$ cat config.mk
export PLATFORM = sky130hd
export DESIGN_NAME = systolic_seq_ctrl_flat
export DESIGN_NICKNAME = d
export VERILOG_FILES = /design/src/rtl/systolic_pkg.sv /design/src/rtl/systolic_seq_ctrl_if.sv /design/src/rtl/seq_counter.sv /design/src/rtl/systolic_seq_ctrl.sv /design/src/flat_wrapper.sv
export SDC_FILE = /design/constraint.sdc
export NUM_CORES = 1
export LEC_CHECK = 0
export CAP_MARGIN = 20
export CORE_ASPECT_RATIO = 1.4
export CORE_UTILIZATION = 53
export DETAILED_ROUTE_END_ITERATION = 10
export MAX_ROUTING_LAYER = met4
export PLACE_DENSITY = 0.82
export RECOVER_POWER = 100
export SETUP_SLACK_MARGIN = 0.4
export SYNTH_ARGS = -nofsm -noshare
export SYNTH_HDL_FRONTEND = slang
export SYNTH_SLANG_ARGS = --single-unit
export TNS_END_PERCENT = 10
$ cat constraint.sdc
create_clock -name CLK -period 2 [get_ports CLK]
set_clock_uncertainty 0.2 [all_clocks]
set_input_delay 0.2 -clock CLK [delete_from_list [all_inputs] [get_ports CLK]]
set_output_delay 0.2 -clock CLK [all_outputs]
set_load 0.005 [all_outputs]
$ cat src/rtl/systolic_pkg.sv
// Shared encodings for the systolic array sequencer: FSM states, tile mode codes
// and the skewed feed length.
package systolic_pkg;

    typedef enum logic [2:0] {
        ST_IDLE,
        ST_CLEAR,
        ST_FEED,
        ST_DRAIN,
        ST_UNLOAD,
        ST_DONE
    } state_t;

    localparam logic [1:0] C3_HOLD    = 2'b00;
    localparam logic [1:0] C3_COMPUTE = 2'b01;
    localparam logic [1:0] C3_SHIFT   = 2'b10;

    // Operands plus the diagonal skew needed to reach the far corner of the array.
    function automatic int feed_len(input int k_depth, input int units_x, input int units_y);
        return k_depth + units_x + units_y - 2;
    endfunction

endpackage

$ cat src/rtl/systolic_seq_ctrl_if.sv
// Control/handshake bundle between the sequencer and the tile array, ROMs and RAMs.
interface systolic_seq_ctrl_if #(
    parameter int ADDR_W = 8
) ();
    logic              start;
    logic              in_ready;
    logic              c1;
    logic              c2;
    logic [1:0]        c3;
    logic [ADDR_W-1:0] address_read;
    logic [ADDR_W-1:0] address_write;
    logic              data_valid_out;
    logic              busy;
    logic              done;

    modport master (
        input  start, in_ready,
        output c1, c2, c3, address_read, address_write, data_valid_out, busy, done
    );

    modport slave (
        output start, in_ready,
        input  c1, c2, c3, address_read, address_write, data_valid_out, busy, done
    );
endinterface

$ cat src/rtl/seq_counter.sv
// Loadable up-counter that wraps to zero after LIMIT-1 and flags its terminal count.
module seq_counter #(
    parameter int WIDTH = 8,
    parameter int LIMIT = 4
) (
    input  logic             clk,
    input  logic             reset,
    input  logic             load,
    input  logic [WIDTH-1:0] load_value,
    input  logic             en,
    output logic [WIDTH-1:0] count,
    output logic             last
);
    assign last = (count == WIDTH'(LIMIT - 1));

    always_ff @(posedge clk) begin
        if (reset) begin
            count <= '0;
        end else if (load) begin
            count <= load_value;
        end else if (en) begin
            count <= last ? '0 : count + WIDTH'(1);
        end
    end
endmodule

$ cat src/rtl/systolic_seq_ctrl.sv
// Start/busy/done sequencer: clear accumulators, stream skewed operands, drain,
// then unload result rows. Every output is a register updated with the state.
module systolic_seq_ctrl
    import systolic_pkg::*;
#(
    parameter int UNITS_X = 2,
    parameter int UNITS_Y = 2,
    parameter int K_DEPTH = 4,
    parameter int ADDR_W  = 8
) (
    input  logic               CLK,
    input  logic               reset,
    systolic_seq_ctrl_if.master bus
);
    localparam int FEED_LEN = feed_len(K_DEPTH, UNITS_X, UNITS_Y);

    generate
        if (FEED_LEN >= (1 << ADDR_W) || UNITS_Y >= (1 << ADDR_W)) begin : g_addr_too_narrow
            $error("systolic_seq_ctrl: ADDR_W too narrow for FEED_LEN or UNITS_Y");
        end
    endgenerate

    state_t            state_reg;
    logic              feed_accept;
    logic [ADDR_W-1:0] feed_count;
    logic              feed_last;
    logic [ADDR_W-1:0] unload_count;
    logic              unload_last;

    assign feed_accept = (state_reg == ST_FEED) && bus.in_ready;

    seq_counter #(.WIDTH(ADDR_W), .LIMIT(FEED_LEN)) feed_counter (
        .clk        (CLK),
        .reset      (reset),
        .load       (state_reg == ST_CLEAR),
        .load_value ('0),
        .en         (feed_accept),
        .count      (feed_count),
        .last       (feed_last)
    );

    seq_counter #(.WIDTH(ADDR_W), .LIMIT(UNITS_Y)) unload_counter (
        .clk        (CLK),
        .reset      (reset),
        .load       (state_reg == ST_DRAIN),
        .load_value ('0),
        .en         (state_reg == ST_UNLOAD),
        .count      (unload_count),
        .last       (unload_last)
    );

    always_ff @(posedge CLK) begin
        if (reset) begin
            state_reg          <= ST_IDLE;
            bus.c1             <= 1'b0;
            bus.c2             <= 1'b0;
            bus.c3             <= C3_HOLD;
            bus.address_read   <= '0;
            bus.address_write  <= '0;
            bus.data_valid_out <= 1'b0;
            bus.busy           <= 1'b0;
            bus.done           <= 1'b0;
        end else begin
            // Pulsed outputs default low; c2 trails each accepted address by the ROM latency.
            bus.c1             <= 1'b0;
            bus.c2             <= feed_accept;
            bus.data_valid_out <= 1'b0;
            bus.done           <= 1'b0;
            case (state_reg)
                ST_IDLE: begin
                    bus.c3 <= C3_HOLD;
                    if (bus.start) begin
                        state_reg <= ST_CLEAR;
                        bus.c1    <= 1'b1;
                        bus.busy  <= 1'b1;
                    end
                end
                ST_CLEAR: begin
                    state_reg        <= ST_FEED;
                    bus.c3           <= C3_COMPUTE;
                    bus.address_read <= '0;
                end
                ST_FEED: begin
                    if (feed_accept) begin
                        if (feed_last) begin
                            state_reg <= ST_DRAIN;
                        end else begin
                            bus.address_read <= feed_count + ADDR_W'(1);
                        end
                    end
                end
                ST_DRAIN: begin
                    state_reg          <= ST_UNLOAD;
                    bus.c3             <= C3_SHIFT;
                    bus.data_valid_out <= 1'b1;
                    bus.address_write  <= '0;
                end
                ST_UNLOAD: begin
                    if (unload_last) begin
                        state_reg <= ST_DONE;
                        bus.c3    <= C3_HOLD;
                        bus.done  <= 1'b1;
                    end else begin
                        bus.data_valid_out <= 1'b1;
                        bus.address_write  <= unload_count + ADDR_W'(1);
                    end
                end
                ST_DONE: begin
                    state_reg <= ST_IDLE;
                    bus.busy  <= 1'b0;
                end
                default: begin
                    state_reg <= ST_IDLE;
                end
            endcase
        end
    end
endmodule

$ cat src/flat_wrapper.sv
// flat-port wrapper written by rule: the top's interface ports become plain ports
module systolic_seq_ctrl_flat import systolic_pkg::*;
#(
    parameter int UNITS_X = 2,
    parameter int UNITS_Y = 2,
    parameter int K_DEPTH = 4,
    parameter int ADDR_W  = 8
)
  (CLK, reset, bus_start, bus_in_ready, bus_c1, bus_c2, bus_c3, bus_address_read, bus_address_write, bus_data_valid_out, bus_busy, bus_done);
  systolic_seq_ctrl_if #(.ADDR_W(ADDR_W)) bus_i ();
  input  logic CLK;
  input  logic reset;
  input wire logic [$bits(bus_i.start)-1:0] bus_start;
  input wire logic [$bits(bus_i.in_ready)-1:0] bus_in_ready;
  output wire logic [$bits(bus_i.c1)-1:0] bus_c1;
  output wire logic [$bits(bus_i.c2)-1:0] bus_c2;
  output wire logic [$bits(bus_i.c3)-1:0] bus_c3;
  output wire logic [$bits(bus_i.address_read)-1:0] bus_address_read;
  output wire logic [$bits(bus_i.address_write)-1:0] bus_address_write;
  output wire logic [$bits(bus_i.data_valid_out)-1:0] bus_data_valid_out;
  output wire logic [$bits(bus_i.busy)-1:0] bus_busy;
  output wire logic [$bits(bus_i.done)-1:0] bus_done;
  assign bus_i.start = bus_start;
  assign bus_i.in_ready = bus_in_ready;
  assign bus_c1 = bus_i.c1;
  assign bus_c2 = bus_i.c2;
  assign bus_c3 = bus_i.c3;
  assign bus_address_read = bus_i.address_read;
  assign bus_address_write = bus_i.address_write;
  assign bus_data_valid_out = bus_i.data_valid_out;
  assign bus_busy = bus_i.busy;
  assign bus_done = bus_i.done;
  systolic_seq_ctrl #(.UNITS_X(UNITS_X), .UNITS_Y(UNITS_Y), .K_DEPTH(K_DEPTH), .ADDR_W(ADDR_W)) u_core (.CLK(CLK), .reset(reset), .bus(bus_i));
endmodule
==> results.txt, run 1 <==
Implementation results.

The run finished with clean final reports. RePlAce ended its routability-driven mode at a weighted congestion of 0.822. The busiest layer in global routing is met2.

Hold analysis lists the worst path endpoint as u_core.bus.address_write[7]$_SDFFE_PP0P_. The CTS tree is built. The detailed placer reported the number of placed instances as between 200 and 300. During placement, the flow inserted port buffers numbering 26.

The number of design-rule violations left by the first detailed-router iteration is about 100. The final timing report derives a shortest allowable period of between 1500 and 2000 ps. The number of buffers between clock root and the deepest sink is 2. The peak per-stage delay on the critical path is around 340 ps. The static leakage is 0.980 nW.

The worst setup path is launched from a flop. For the worst reg-to-reg path, the endpoint reported by OpenROAD is u_core.feed_counter.count[3]$_SDFFE_PP0P_. The proportion of synthesized flip-flops having asynchronous set or reset is 0.

The fraction of power consumed by combinational cells is 0.131. The gate count after technology mapping is between 200 and 250. Walking the worst path, the cells encountered are buf_4 -> nand4bb_4 -> a21oi_1 -> buf_4 -> a21oi_1 -> a211oi_1. The sequential element share of the synthesized area is 0.449.

After detailed placement, the total cell area comes to 0.00228 sq mm. The synthesized netlist was found by Yosys to have between 200 and 250 cells. Warnings raised by the tools during the run amount to 31. Synthesis produced a netlist with a net count of 222. The met1 wire length is between 1500 and 2000 um. The most used flip-flop cell after synthesis is sky130_fd_sc_hd__dfxtp_1. The total buffers and inverters traversed by the critical path is 2. OpenSTA lists the critical path endpoint as u_core.feed_counter.count[3]$_SDFFE_PP0P_. Walking the critical path from launch to capture passes 6 cell instances. The report gives the cell count of the worst hold path as 2. The power group with the largest share is registers.
## run 1: Yosys cell counts (2+ instances only)
cell type,n,area [sq um]
sky130_fd_sc_hd__dfxtp_1,42,841
sky130_fd_sc_hd__nand2_1,22,82.6
sky130_fd_sc_hd__a21oi_1,21,105
sky130_fd_sc_hd__nand3_1,14,70.1
sky130_fd_sc_hd__nor2_1,11,41.3
sky130_fd_sc_hd__clkbuf_1,10,37.5
sky130_fd_sc_hd__inv_1,10,37.5
sky130_fd_sc_hd__o21ai_0,10,50.1
sky130_fd_sc_hd__xnor2_1,8,70.1
sky130_fd_sc_hd__a32o_1,6,60.1
sky130_fd_sc_hd__nor3_1,5,25.0
sky130_fd_sc_hd__or3_1,5,31.3
sky130_fd_sc_hd__xor2_1,5,43.8
sky130_fd_sc_hd__ha_1,4,50.1
sky130_fd_sc_hd__o32ai_1,4,35.0
sky130_fd_sc_hd__mux2i_1,3,30.0
sky130_fd_sc_hd__o22ai_1,3,18.8
sky130_fd_sc_hd__a311oi_1,2,17.5
sky130_fd_sc_hd__and2_1,2,12.5
sky130_fd_sc_hd__and3_1,2,12.5
sky130_fd_sc_hd__buf_2,2,10.0
sky130_fd_sc_hd__nand2b_1,2,12.5
sky130_fd_sc_hd__nor2b_1,2,12.5
## run 1: kinds of logic after synthesis
group | synth area share
flops | 0.449
buf+inv | 0.0454
fa+ha+maj | 0.0267
simple gates | 0.212
xor+xnor | 0.0607
compound gates | 0.184
mux | 0.0220
## run 1: cell type report
class / count / share of cell area
multi-input combinational: 150 / 0.416
timing repair buffer: 51 / 0.166
inverter: 10 / 0.0156
clock buffer: 5 / 0.0268
tap: 40 / 0.0195
sequential: 42 / 0.330
clock inverter: 3 / 0.0268
**Run 1: register map, names as in the netlist**

Other sequential cells in the stronger grey, the rest of the logic in the fainter grey.
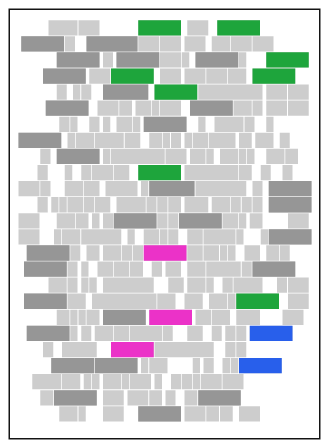
`u_core.state_reg` -> magenta  # flops 3
`u_core.bus.address_write` -> green  # flops 8
`u_core.bus.c3` -> blue  # flops 2
not coloured = 29
power attributed to sequential cells: 874 uW
share of the final layout cell area in sequential cells: 0.330
final standard cell utilization of the core: 0.761

**Run 1: placement view**

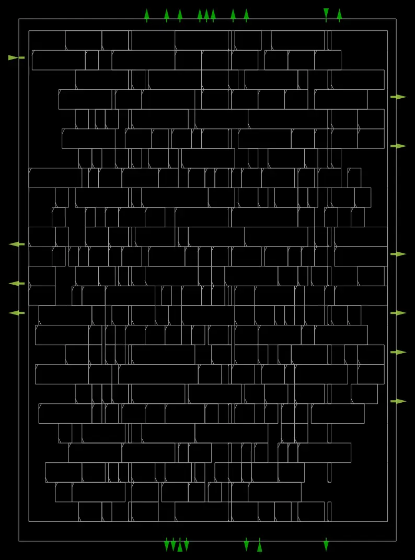
number of filler instances in the final layout: 244
cell row count: 25
well-tap cell count: 40

**Run 1: clock distribution**

Scale bar: 20 um.
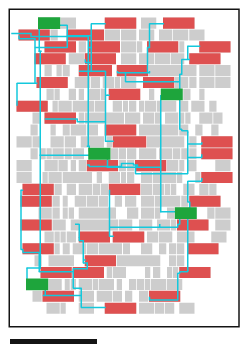
clock wires -> cyan  # length 538 um
flip-flops -> red  # count 42
clock-net drivers -> green  # count 5
flops lie = all over the die
routed clock nets = 6
Clock Power Share: 0.421
clk_lat worst skew: 320 ps
Clock group: 821 uW

**Run 1: routed metal, one colour a layer**

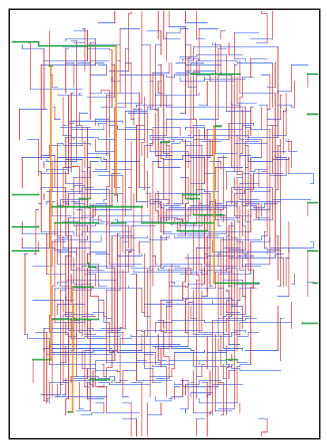
M3 -> green  # wire length 136 um
M2 -> red  # wire length 2740 um
M4 -> orange  # wire length 122 um
M1 -> blue  # wire length 1880 um
via count: 1788
overall routed net length: 4870 um

**Run 1: met3 routing**

Scale bar: 20 um.
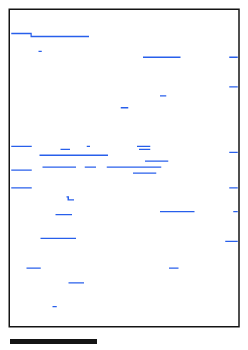

==> inputs of run 2 (changes only) <==
--- a/config.mk
+++ b/config.mk
@@ -6,11 +6,12 @@
 export NUM_CORES = 1
 export LEC_CHECK = 0
 export CAP_MARGIN = 20
-export CORE_ASPECT_RATIO = 1.4
-export CORE_UTILIZATION = 53
+export CORE_ASPECT_RATIO = 0.6
+export CORE_UTILIZATION = 45
+export CTS_CLUSTER_SIZE = 24
 export DETAILED_ROUTE_END_ITERATION = 10
 export MAX_ROUTING_LAYER = met4
-export PLACE_DENSITY = 0.82
+export PLACE_DENSITY = 0.72
 export RECOVER_POWER = 100
 export SETUP_SLACK_MARGIN = 0.4
 export SYNTH_ARGS = -nofsm -noshare
**Run 2: met3 routing**

Scale bar: 20 um.
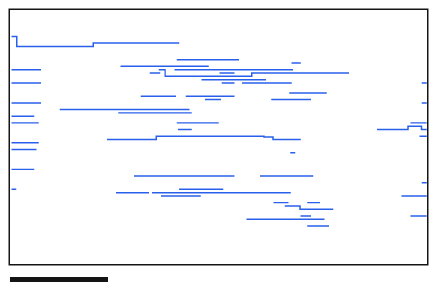
longest straight run = 28.1 um
main direction = horizontal
share of all routed wire = 9.2%
wire length on this layer = 477 um
nets with wire on the layer = 46
GR met3 Demand/Resource: 0.0667
via count: 1805
overall routed net length: 5160 um

==> results.txt, run 2 <==
Implementation results.

Result of the run: complete, no violations (unchanged). The floorplan net count is 222 (unchanged). The static leakage is 1.01 nW (was 0.980 nW). The clock latency reported for the late side of the worst-skew pair came to 290 ps (was 320 ps). The worst min-delay path endpoint is u_core.bus.address_read[3]$_SDFFE_PP0P_ (was u_core.bus.address_write[7]$_SDFFE_PP0P_).

The fraction of the mapped netlist area in simple logic gates is 0.212 (unchanged). The portion of synthesized cell area occupied by the leading cell type was 0.449 (unchanged). The number of design-rule violations left by the first detailed-router iteration is 174 (was 103). The xor-xnor portion of the synthesized cell area is 0.0607 (unchanged). The count of cells along the worst hold path came to 2 (unchanged). The capture point of the worst reg-to-reg path is u_core.bus.address_write[0]$_SDFFE_PP0P_ (was u_core.feed_counter.count[3]$_SDFFE_PP0P_).

CP cell instances: inv_2 -> ha_4 -> nor4b_4 -> buf_4 -> a21o_1 -> clkbuf_1 -> nand3_2 -> a21oi_1 (was buf_4 -> nand4bb_4 -> a21oi_1 -> buf_4 -> a21oi_1 -> a211oi_1). The post-synthesis cell type with the largest combined area is sky130_fd_sc_hd__dfxtp_1 (unchanged). The share of cell area taken by muxes after synthesis is 0.0220 (unchanged). The busiest layer in global routing is met1 (was met2). The gate count after technology mapping was 214 (unchanged).

The cell area after placement is 0.00228 sq mm (about the same). The post-synthesis adder-cell area fraction is 0.0267 (unchanged). Commonest cells post-synth: 42 x sky130_fd_sc_hd__dfxtp_1, 22 x sky130_fd_sc_hd__nand2_1, 21 x sky130_fd_sc_hd__a21oi_1 (unchanged). The number of cell instances after yosys synthesis is 214 (unchanged). The number of buffers between clock root and the deepest sink is 2 (unchanged).
## run 2: cell counts after synthesis
No cell type changed its count.
## run 2: kinds of logic (layout without fill, tap and decap cells)
family,count (synthesis),count (layout)
simple gates,76,76
compound gates,53,53
flops,42,42
buf+inv,22,76
xor+xnor,13,13
fa+ha+maj,4,4
mux,4,4
## run 2: routing by layer
metal  wire, um  vias to the layer above
met5          0                        -
met4         54                        0
met3        476                        8
met2       2110                       87
met1       2530                      840
li1           -                      870
## run 2: final cells by class
cell class | instances | area [sq um]
clock buffers | 5 | 68.8
fillers | 319 | 1210
repair buffers | 58 | 493
clock inverters | 3 | 40.0
inverters | 10 | 37.5
multi-input cells | 150 | 1080
well taps | 47 | 58.8
flip-flops and latches | 42 | 845
## run 2: worst max path at each step
stage / cells after the start / endpoint / slack, ps / start
detailed placement: 5 / u_core.bus.address_read[6]$_SDFFE_PP0P_ / 80 / bus_in_ready
CTS: 7 / u_core.bus.address_write[0]$_SDFFE_PP0P_ / 340 / u_core.unload_counter.count[1]$_SDFFE_PP0P_
floorplan: 5 / u_core.bus.address_write[5]$_SDFFE_PP0P_ / 330 / u_core.state_reg[2]$_SDFFE_PP0P_
finish: 8 / u_core.bus.address_write[0]$_SDFFE_PP0P_ / 180 / u_core.unload_counter.count[1]$_SDFFE_PP0P_
global placement: 6 / u_core.feed_counter.count[1]$_SDFFE_PP0P_ / 110 / bus_in_ready
global route: 8 / u_core.feed_counter.count[0]$_SDFFE_PP0P_ / 120 / u_core.feed_counter.count[1]$_SDFFE_PP0P_
## run 2: power by group
group,total (mW),switching [mW],internal (mW)
clock,0.669,0.301,0.368
sequential,0.874,0.0143,0.860
combinational,0.272,0.151,0.121
total,1.81,0.467,1.35
==> inputs of run 3 (changes only) <==
--- a/config.mk
+++ b/config.mk
@@ -10,6 +10,7 @@
 export CORE_UTILIZATION = 45
 export CTS_CLUSTER_SIZE = 24
 export DETAILED_ROUTE_END_ITERATION = 10
+export GPL_ROUTABILITY_DRIVEN = 0
 export MAX_ROUTING_LAYER = met4
 export PLACE_DENSITY = 0.72
 export RECOVER_POWER = 100
**Run 3: clock distribution**

Scale bar: 20 um.
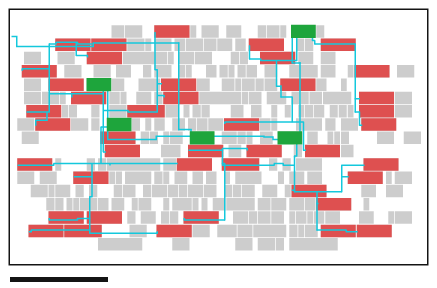
clock-net drivers -> green  # count 5
clock wires -> cyan  # length 531 um
flip-flops -> red  # count 42
flops lie = all over the die
routed clock nets = 6
Clock group: 669 uW
clk_lat worst skew: 290 ps
Clock Power Share: 0.368

==> results.txt, run 3 <==
Implementation results.

Result of the run: complete, no violations (unchanged). The floorplan net count is 222 (unchanged). The launch point of the worst path is u_core.unload_counter.count[1]$_SDFFE_PP0P_ (unchanged). The OpenROAD warning count is 31 (unchanged). The capture point of the worst reg-to-reg path is u_core.bus.address_write[0]$_SDFFE_PP0P_ (unchanged). The post-synthesis adder-cell area fraction is 0.0267 (unchanged). The xor-xnor portion of the synthesized cell area was 0.0607 (unchanged). The end point of the critical path was u_core.bus.address_write[0]$_SDFFE_PP0P_ (unchanged). The routed length on met3 is 476 um (unchanged).

The fraction of the mapped netlist area in simple logic gates is 0.212 (unchanged). The total of buffers placed on input and output ports is 26 (unchanged). The post-synthesis cell type with the largest combined area is sky130_fd_sc_hd__dfxtp_1 (unchanged). Dominant cells by area after synthesis: sky130_fd_sc_hd__dfxtp_1 45%, sky130_fd_sc_hd__a21oi_1 5.6%, sky130_fd_sc_hd__nand2_1 4.4%, sky130_fd_sc_hd__nand3_1 3.7%, sky130_fd_sc_hd__xnor2_1 3.7% (unchanged). The post-synthesis compound-gate area fraction is 0.184 (unchanged). The CTS tree was built (unchanged).

The site row count is 17 (unchanged). The wire length reported by the detailed router was 5160 um (unchanged). The share of post-route cells with drive strength above 1 is 0.228 (unchanged). The static leakage is 1.01 nW (unchanged). The total via count in the routed design was 1805 (unchanged). The highest signal layer in the routed design is met4 (unchanged). The met1 wire length is 2530 um (unchanged). The clock period minus final worst setup slack came to 1820 ps (unchanged). CP cell instances: inv_2 -> ha_4 -> nor4b_4 -> buf_4 -> a21o_1 -> clkbuf_1 -> nand3_2 -> a21oi_1 (unchanged). The count of placed standard cells including taps is 292 (unchanged). The number of buffers between clock root and the deepest sink was 2 (unchanged). The sequential element share of the synthesized area is 0.449 (unchanged). The share of cell area taken by muxes after synthesis is 0.0220 (unchanged). The fraction of met3 tracks used by global routing is 0.0667 (unchanged).

The proportion of synthesized flip-flops having asynchronous set or reset is 0 (unchanged). The gate count after technology mapping came to 214 (unchanged). The portion of synthesized cell area occupied by the leading cell type was 0.449 (unchanged). The kind of start point of the critical path is a flop (unchanged).

The number of cell instances after yosys synthesis is 214 (unchanged). The cell area after placement is 0.00228 sq mm (unchanged). The main flop type after synthesis is sky130_fd_sc_hd__dfxtp_1 (unchanged). The post-layout total power is 1.81 mW (unchanged). Commonest cells post-synth: 42 x sky130_fd_sc_hd__dfxtp_1, 22 x sky130_fd_sc_hd__nand2_1, 21 x sky130_fd_sc_hd__a21oi_1 (unchanged). The peak per-stage delay on the critical path is 320 ps (about the same). The busiest layer in global routing is met1 (unchanged).
[run 3: critical path: cells and delay by family, from the launching register on]
| kind | cells | cell delay [ps] |
|---|---|---|
| buffers and inverters | 3 | 480 |
| AOI/OAI and AO/OA | 2 | 350 |
| and+or+nand+nor | 2 | 270 |
| adders and majority gates | 1 | 120 |
| DFF | 1 | 320 |
[run 3: cell families after synthesis]
logic type,count (synthesis)
AND-OR/OR-AND,53
adder cells (fa/ha/maj),4
flip-flops,42
multiplexers,4
AND/OR/NAND/NOR,76
XOR/XNOR,13
buffers and inverters,22
[run 3: where the power goes]
part | switching, mW | leakage, nW | total [mW] | internal (mW)
registers | 0.0143 | 0.341 | 0.874 | 0.860
logic | 0.151 | 0.611 | 0.272 | 0.121
clock network | 0.301 | 0.0579 | 0.669 | 0.368
total | 0.467 | 1.01 | 1.81 | 1.35
[run 3: what timing repair did]
action | CTS | global route
gates resized | 29 | 8
buffers inserted | 13 | 2
endpoints found under the setup margin | 35 | 40
pin swaps | 5 | 3
[run 3: layout make-up]
cell class,instances,area [sq um]
well taps,47,58.8
clock buffers,5,68.8
flip-flops and latches,42,845
fillers,319,1210
inverters,10,37.5
repair buffers,58,493
clock inverters,3,40.0
multi-input cells,150,1080
[run 3: worst min-delay path by stage]
stage                                          endpoint  depth (start not counted)
2_1_floorplan                  u_core.bus.c1$_SDFF_PP0_                          2
3_3_place_gp   u_core.bus.address_write[7]$_SDFFE_PP0P_                          2
3_5_place_dp    u_core.bus.address_read[3]$_SDFFE_PP0P_                          2
4_1_cts         u_core.bus.address_read[3]$_SDFFE_PP0P_                          2
5_1_grt         u_core.bus.address_read[3]$_SDFFE_PP0P_                          2
6_report        u_core.bus.address_read[3]$_SDFFE_PP0P_                          2
No activity file was given, so power comes from the tool's default toggle rates.
